`src/rtl/load_store_unit.sv`:
```
// Memory-access stage: one load or store per issue over a req/ack data-memory port.
// Latency: issue at cycle 0 -> mem_req at cycle 1; ack at cycle k -> done at k+1; an error at issue gives done at cycle 1.
// Backpressure: stall is held while an op is accepted or outstanding; the memory stretches BUSY by withholding mem_ack (bounded by TIMEOUT).
//
// Ports:
//   clk, rst                       clock and synchronous active-high reset
//   issue, mem_read, mem_write     op request from control (read/write select)
//   funct3, alu_addr, store_data   width/sign code, effective address, rs2 data
//   stall, done, err, load_data    core hold, completion pulse, error pulse, extended load result
//   mem_req/we/addr/wdata/be       data-memory request side (held stable until ack)
//   mem_ack, mem_rdata             data-memory response side
module load_store_unit #(
  parameter int TIMEOUT = 16
) (
  input  logic        clk,
  input  logic        rst,
  input  logic        issue,
  input  logic        mem_read,
  input  logic        mem_write,
  input  logic [2:0]  funct3,
  input  logic [31:0] alu_addr,
  input  logic [31:0] store_data,
  output logic        stall,
  output logic        done,
  output logic        err,
  output logic [31:0] load_data,
  output logic        mem_req,
  output logic        mem_we,
  output logic [31:0] mem_addr,
  output logic [31:0] mem_wdata,
  output logic [3:0]  mem_be,
  input  logic        mem_ack,
  input  logic [31:0] mem_rdata
);

  typedef enum logic [1:0] {
    IDLE = 2'd0,
    BUSY = 2'd1,
    DONE = 2'd2
  } state_t;

  // Counter only has to reach TIMEOUT-1.
  localparam int CW = (TIMEOUT > 1) ? $clog2(TIMEOUT) : 1;
  localparam logic [CW-1:0] CNT_LAST = CW'((TIMEOUT > 0) ? (TIMEOUT - 1) : 0);
  localparam bit TMO_EN = (TIMEOUT != 0);

  state_t        state, state_nxt;
  logic [CW-1:0] cnt;

  // Op context latched at issue, needed to extract the load result on ack.
  logic [2:0]    op_f3;
  logic [1:0]    op_off;

  // Issue decode
  logic          op_any, is_load, is_store, legal, misal;
  logic          accept, go, bad;
  logic [31:0]   wdata_nxt;
  logic [3:0]    be_nxt;

  // BUSY outcomes
  logic          ack_hit, tmo_hit;
  logic          done_nxt, err_nxt;
  logic [31:0]   load_ext;

  always_comb begin
    op_any   = mem_read | mem_write;
    is_load  = mem_read & ~mem_write;
    is_store = mem_write & ~mem_read;

    legal = 1'b0;
    if (is_load) begin
      case (funct3)
        3'b000, 3'b001, 3'b010, 3'b100, 3'b101: legal = 1'b1;
        default:                                legal = 1'b0;
      endcase
    end else if (is_store) begin
      case (funct3)
        3'b000, 3'b001, 3'b010: legal = 1'b1;
        default:                legal = 1'b0;
      endcase
    end

    // funct3[1:0] is the access size for every legal code.
    misal = ((funct3[1:0] == 2'b01) && alu_addr[0]) ||
            ((funct3[1:0] == 2'b10) && (alu_addr[1:0] != 2'b00));

    accept = (state == IDLE) && issue && op_any;
    go     = accept && legal && !misal;
    bad    = accept && !(legal && !misal);
  end

  // Store lane steering: replicate the datum across the word and let be pick the lane.
  always_comb begin
    wdata_nxt = store_data;
    be_nxt    = 4'b1111;
    case (funct3[1:0])
      2'b00: begin
        wdata_nxt = {4{store_data[7:0]}};
        be_nxt    = 4'b0001 << alu_addr[1:0];
      end
      2'b01: begin
        wdata_nxt = {2{store_data[15:0]}};
        be_nxt    = 4'b0011 << alu_addr[1:0];
      end
      default: begin
        wdata_nxt = store_data;
        be_nxt    = 4'b1111;
      end
    endcase
  end

  // Load lane extraction from the latched offset and width code.
  always_comb begin
    logic [7:0]  lane_b;
    logic [15:0] lane_h;
    lane_b   = 8'(mem_rdata >> {op_off, 3'b000});
    lane_h   = op_off[1] ? mem_rdata[31:16] : mem_rdata[15:0];
    load_ext = mem_rdata;
    case (op_f3)
      3'b000:  load_ext = {{24{lane_b[7]}}, lane_b};
      3'b001:  load_ext = {{16{lane_h[15]}}, lane_h};
      3'b100:  load_ext = {24'h0, lane_b};
      3'b101:  load_ext = {16'h0, lane_h};
      default: load_ext = mem_rdata;
    endcase
  end

  // Next state and completion flags. Ack is tested first so it beats a same-cycle timeout.
  always_comb begin
    state_nxt = state;
    done_nxt  = 1'b0;
    err_nxt   = 1'b0;
    ack_hit   = 1'b0;
    tmo_hit   = 1'b0;
    case (state)
      IDLE: begin
        if (go) begin
          state_nxt = BUSY;
        end else if (bad) begin
          state_nxt = DONE;
          done_nxt  = 1'b1;
          err_nxt   = 1'b1;
        end
      end
      BUSY: begin
        if (mem_ack) begin
          ack_hit   = 1'b1;
          state_nxt = DONE;
          done_nxt  = 1'b1;
        end else if (TMO_EN && (cnt == CNT_LAST)) begin
          tmo_hit   = 1'b1;
          state_nxt = DONE;
          done_nxt  = 1'b1;
          err_nxt   = 1'b1;
        end
      end
      DONE: begin
        state_nxt = IDLE;
      end
      default: begin
        state_nxt = IDLE;
      end
    endcase
  end

  always_comb begin
    stall = accept || (state == BUSY);
  end

  always_ff @(posedge clk) begin
    if (rst) begin
      state     <= IDLE;
      cnt       <= '0;
      op_f3     <= 3'b000;
      op_off    <= 2'b00;
      done      <= 1'b0;
      err       <= 1'b0;
      load_data <= 32'h0;
      mem_req   <= 1'b0;
      mem_we    <= 1'b0;
      mem_addr  <= 32'h0;
      mem_wdata <= 32'h0;
      mem_be    <= 4'b0000;
    end else begin
      state <= state_nxt;
      done  <= done_nxt;
      err   <= err_nxt;

      if (go) begin
        mem_req   <= 1'b1;
        mem_we    <= is_store;
        mem_addr  <= {alu_addr[31:2], 2'b00};
        mem_wdata <= is_store ? wdata_nxt : 32'h0;
        mem_be    <= is_store ? be_nxt : 4'b0000;
        op_f3     <= funct3;
        op_off    <= alu_addr[1:0];
        cnt       <= '0;
      end

      if (ack_hit || tmo_hit) begin
        mem_req <= 1'b0;
      end

      if (TMO_EN && (state == BUSY) && !mem_ack && !tmo_hit) begin
        cnt <= cnt + CW'(1);
      end

      // mem_we doubles as the "this op is a store" flag while BUSY.
      if (ack_hit && !mem_we) begin
        load_data <= load_ext;
      end
    end
  end

endmodule

```
`config.mk`:
```
export PLATFORM = sky130hd
export DESIGN_NAME = load_store_unit
export DESIGN_NICKNAME = d
export VERILOG_FILES = /design/src/rtl/load_store_unit.sv
export SDC_FILE = /design/constraint.sdc
export NUM_CORES = 1
export LEC_CHECK = 0
export ABC_AREA = 1
export CAP_MARGIN = 5
export CORE_MARGIN = 5
export CORE_UTILIZATION = 47
export DETAILED_ROUTE_END_ITERATION = 8
export GPL_TIMING_DRIVEN = 0
export PLACE_DENSITY = 0.92
export SLEW_MARGIN = 15
export SYNTH_ARGS = -nofsm -noshare
export SYNTH_HDL_FRONTEND = slang
export SYNTH_SLANG_ARGS = --single-unit
```
`constraint.sdc`:
```
create_clock -name clk -period 2.5 [get_ports clk]
set_clock_uncertainty 0.1 [all_clocks]
set_input_delay 0.375 -clock clk [delete_from_list [all_inputs] [get_ports clk]]
set_output_delay 0.375 -clock clk [all_outputs]
set_load 0.05 [all_outputs]
```
run_1/m1.png
The bar under the picture is 20 um long.
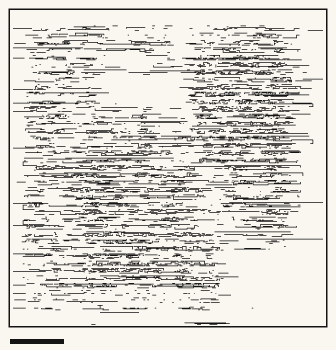
longest straight run: 40.0 um
share of all routed wire: 36%
wire length on this layer: 6,910 um

run_1/m2.png
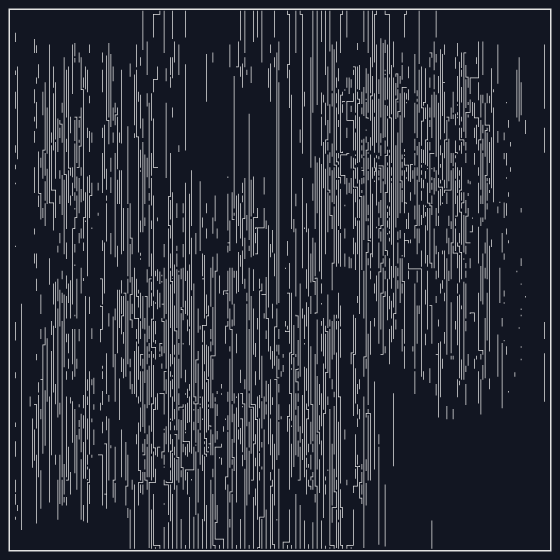
main direction: vertical
share of all routed wire: 47%
nets with wire on the layer: 952
Detailed Route WL: 19,000 um
met2 usage: 0.473
detailed-route via count: 6,374

run_1/m3.png
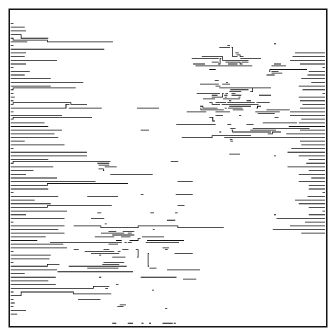
longest straight run: 37.0 um
wire length on this layer: 2,450 um
main direction: horizontal
nets with wire on the layer: 232
met3 Use GR: 0.106

## run 1: critical path: stages
cell	delay, ns
clkdlybuf4s50_1	0.51
inv_2	0.05
nand2_1	0.08
nand2_1	0.07
nor2_2	0.19
clkbuf_4	0.26
inv_1	0.05
nand2_1	0.05
clkbuf_4	0.22
## run 1: cell type report
class | count | area, sq um | share of cell area
sequential | 113 | 2260 | 0.277
buffer | 57 | 305 | 0.0374
inverter | 59 | 224 | 0.0274
multi-input combinational | 578 | 2580 | 0.316
timing repair buffer | 206 | 2060 | 0.252
tap | 143 | 179 | 0.0219
clock buffer | 21 | 460 | 0.0564
clock inverter | 11 | 88.8 | 0.0109
## run 1: cell usage in the layout, fill, tap and decap left out, types with 2 or more instances in the layout
cell type and n:
nand2_1 238, clkdlybuf4s50_1 205, nand3_1 10, nor3_1 10, clkinv_2 7, inv_2 5
clkbuf_16 17, conb_1 2, clkinvlp_4 2, a21o_1 7, buf_4 5, clkbuf_8 2
buf_6 6, o21ai_0 66, inv_1 53, dfxtp_1 113, clkbuf_4 2, nor2_1 77
clkbuf_1 27, a21oi_1 123, o21ai_1 16, nor2_2 3, nand4_1 19, buf_2 19
## run 1: report_power, final
group	total, uW	leakage [uW]	switching [uW]	internal [uW]
clock	2260	0.000272	854	1410
combinational	772	0.00209	460	312
sequential	1860	0.000913	21.2	1840
## run 1: cells by family after synthesis
kind of cell / Yosys count
xor+xnor: 1
buf+inv: 116
compound gates: 214
other cells: 1
fa+ha+maj: 1
simple gates: 360
flops: 113
## run 1: synth_stat cells (all sizes together)
cell	instances	area, sq um
xnor2	1	8.76
clkbuf	25	93.8
conb	1	3.75
nand2	239	900
buf	32	209
o21ai	82	410
inv	59	224
nor3	11	66.3
nand3	11	67.6
a21oi	123	616
o21a	1	7.51
a211oi	1	7.51
dfxtp	113	2260
nand4	19	119
nor2	80	308
ha	1	12.5
a21o	7	52.6
## run 1: flip-flops by register name, indices dropped and copies added, names as in the netlist
signal,count
load_data,32
mem_wdata,32
mem_addr,30
cnt,4
mem_be,4
op_f3,3
op_off,2
state,2
done,1
err,1
mem_req,1
mem_we,1
## run 1: worst paths after layout
check	from	end	slack [ns]
max	mem_write	stall	0.16
min	mem_wdata[31]$_SDFFE_PP0P_	mem_wdata[31]$_SDFFE_PP0P_	0.36
max reg2reg	state[0]$_SDFFE_PP0P_	load_data[30]$_SDFFE_PP0P_	0.72
min reg2reg	mem_wdata[31]$_SDFFE_PP0P_	mem_wdata[31]$_SDFFE_PP0P_	0.36
## run 1: routing by layer
| metal | global-route usage | up-vias | wire length (um) |
|---|---|---|---|
| met2 | 0.473 | 395 | 9010 |
| met1 | 0.304 | 2845 | 6910 |
| li1 | - | 3066 | - |
| met5 | 0 | - | 0 |
| met4 | 0.121 | 0 | 665 |
| met3 | 0.106 | 68 | 2450 |
## run 1: through the flow
step                setup TNS [ns]  setup slack [ns]  std cells  area [sq um]
floorplan                        0             0.748        807          5370
global placement            -0.430            -0.430       1156          7610
detailed placement          -0.443            -0.443       1156          7610
CTS                              0             0.101       1188          8160
global route                     0            0.0326       1188          8160
finish                           0             0.158       1188          8160
==> run notes, run 1 <==
Physical design

The number of buffers inserted by port buffering stands at around 200. The normalized max-slew margin stands at 0.599. The wire length of the first global-routing pass stands at between 20,000 and 30,000 um.

The flow ran to the end, and the final reports show no timing, DRC or antenna violations. In this run, the synthesized area fraction spent on and/or/nand/nor cells is recorded as 0.272. The share of the Yosys chip area taken by registers is 0.421. The total of max-cap violations stands at 0. The number of synthesis warnings stands at 0. From the final report, the count of setup violators was given as 0. The post-cts repair resize count stands at 5.

The xor/xnor cell area share of the yosys netlist stands at 0.00163. Measured in cells, the most critical reg-to-reg path has a length of 8. The count of instantiated cells in the yosys netlist stands at around 810.

The maximum number of pins on one net before global-route repair stands at 17. After floorplanning, the core was sized to cover 11,300 sq um. The worst endpoint required time stands at roughly 2 ns.

The number of fill cells in the layout stands at just under 900. The highest attainable clock frequency stands at approximately 0.43 GHz. The synthesized area per cell stands at between 6 and 7 sq um.

The core utilization before placement stands at 0.474. In the final design database the tool counted roughly 1,100 nets. The global route stage reports its total congestion overflow as 0. The die height stands at between 100 and 150 um. The number of endpoints with negative hold slack in the final report stands at 0. Across all hold checks on the routed design, the worst slack comes to around 0.36 ns. The OpenROAD report gives the critical path a data arrival time of 1.87 ns. The growth of design area from synthesis to finish stands at 52.1%. Per the CTS log, the root buffer master is clkbuf_16. Summing all multiplexer cells gives an area fraction of 0. The cell-mix breakdown from Yosys lists the adder-cell area share as 0.00233. The number of antenna violations at the first check in global routing stands at 0.

The analysis reports a worst IR drop on VDD of roughly 460 uV. After detailed routing, the number of vias per cell comes to 5.37. TritonCTS built the clock tree. Buffers added to address setup during post-CTS repair amount to 0. The count of cell types in the netlist stands at 27. The area figure in the yosys stat output stands at around 5400 sq um.

STA classifies the critical path startpoint as an input pin. In the synthesized netlist, the number of instances is ~810. The number of buffers inserted for hold repair after clock tree synthesis stands at 0. Setup repair after global routing left no endpoint under its margin. The overall die size recorded for this design is between 10,000 and 15,000 sq um. For this run, the script counts the antenna cells in the layout as 0. The power after layout stands at approximately 5000 uW.
==> run 2: changes to the inputs <==
--- a/config.mk
+++ b/config.mk
@@ -12,7 +12,6 @@
 export DETAILED_ROUTE_END_ITERATION = 8
 export GPL_TIMING_DRIVEN = 0
 export PLACE_DENSITY = 0.92
-export SLEW_MARGIN = 15
 export SYNTH_ARGS = -nofsm -noshare
 export SYNTH_HDL_FRONTEND = slang
 export SYNTH_SLANG_ARGS = --single-unit
run_2/m1.png
The bar under the picture is 20 um long.
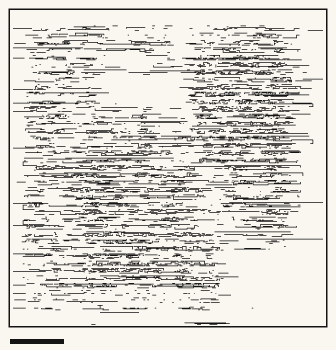
M1 GR Usage: 0.304

==> run notes, run 2 <==
Physical design

The run finished with clean final reports. Leaving out fill and tap cells, the most frequent cells in the layout are 238 x nand2_1, 205 x clkdlybuf4s50_1, 123 x a21oi_1. The total wire length after detailed routing stands at around 19,000 um. The share of total power dissipated in combinational logic is 0.158. In this run the layout overhead on the synthesized area is reported as 52.1%. The worst endpoint data arrival time stands at between 1.5 and 2 ns. The layout has slightly below 900 filler cells. Per the power-grid run, VDD falls by no more than 465 uV. The area taken by multi-input combinational cells is reported as 2580 sq um. Detailed routing inserted a total of 6,374 vias. Per STA, the worst path accumulates the most delay in the family buffers and inverters. The post-synth count of flops with an enable pin is 0.

Counting tap cells, the placed design contains a total of 1,156 instances. The count of cell types in the netlist stands at 27. The die height stands at 117 um.

The largest registers in the layout are load_data (32), mem_wdata (32), mem_addr (30). The sum of negative setup slack stands at 0 ns. The portion of the post-synthesis area used by sequential elements stands at 0.421. TritonCTS built the clock tree.

The number of synthesis warnings stands at 0.
run_2/congestion_map.png
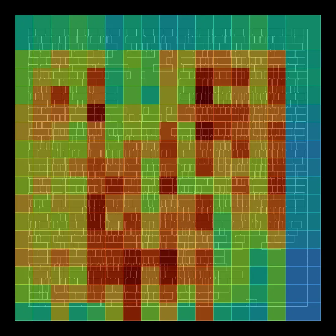
Overall Global Routing Usage: 0.276
share of the core filled with cells in the final layout: 0.721
post-detailed-route wirelength per cell: 16.0 um
most heavily used metal layer in global routing: met2

[run 2: power by group through the flow]
stage | registers [uW] | logic, uW | clock network (uW)
floorplan | 2020 | 297 | 0
global placement | 1900 | 749 | 0
detailed placement | 1900 | 754 | 0
CTS | 1860 | 761 | 2270
global route | 1870 | 827 | 2380
finish | 1860 | 772 | 2260
[run 2: path summary, 6_finish.rpt]
kind,start,to,slack (ns),cells after the start
setup reg to reg,state[0]$_SDFFE_PP0P_,load_data[30]$_SDFFE_PP0P_,0.72,8
hold reg to reg,mem_wdata[31]$_SDFFE_PP0P_,mem_wdata[31]$_SDFFE_PP0P_,0.36,2
setup / recovery,mem_write,stall,0.16,9
hold / removal,mem_wdata[31]$_SDFFE_PP0P_,mem_wdata[31]$_SDFFE_PP0P_,0.36,2
[run 2: layout make-up]
| cell class | instances | area share |
|---|---|---|
| tap | 143 | 0.0219 |
| clock buffer | 21 | 0.0564 |
| multi-input combinational | 578 | 0.316 |
| clock inverter | 11 | 0.0109 |
| buffer | 57 | 0.0374 |
| sequential | 113 | 0.277 |
| inverter | 59 | 0.0274 |
| timing repair buffer | 206 | 0.252 |
[run 2: repair_timing]
action                                  4_1_cts  5_1_grt
endpoints found under the setup margin        1        1
resized                                       5        2
hold endpoints to repair                      0        0
[run 2: kinds of logic after synthesis]
| kind of cell | count (synthesis) |
|---|---|
| compound gates | 214 |
| flops | 113 |
| simple gates | 360 |
| other cells | 1 |
| buf+inv | 116 |
| xor+xnor | 1 |
| fa+ha+maj | 1 |
[run 2: tightest hold or removal path, stage by stage, from the launching register on]
cell	delay, ns
dfxtp_1	0.30
nand2_1	0.06
a21oi_1	0.05
[run 2: layer usage]
layer	GRT usage	routed length, um	up-vias
met4	0.121	665	0
met5	0	0	-
met2	0.473	9010	395
li1	-	-	3066
met3	0.106	2450	68
met1	0.304	6910	2845
[run 2: stage by stage]
stage	setup slack (ns)	total power (uW)	hold WS, ns	util	instance area [sq um]
after detailed placement	-0.443	2650	0.354	0.672	7610
final	0.158	4890	0.361	0.721	8160
after global routing	0.0326	5070	0.377	0.721	8160
after global placement	-0.430	2650	0.346	0.672	7610
after floorplan	0.748	2320	0.354	-	5370
after CTS	0.101	4900	0.363	0.720	8160
Power and IR drop assume default switching activity.
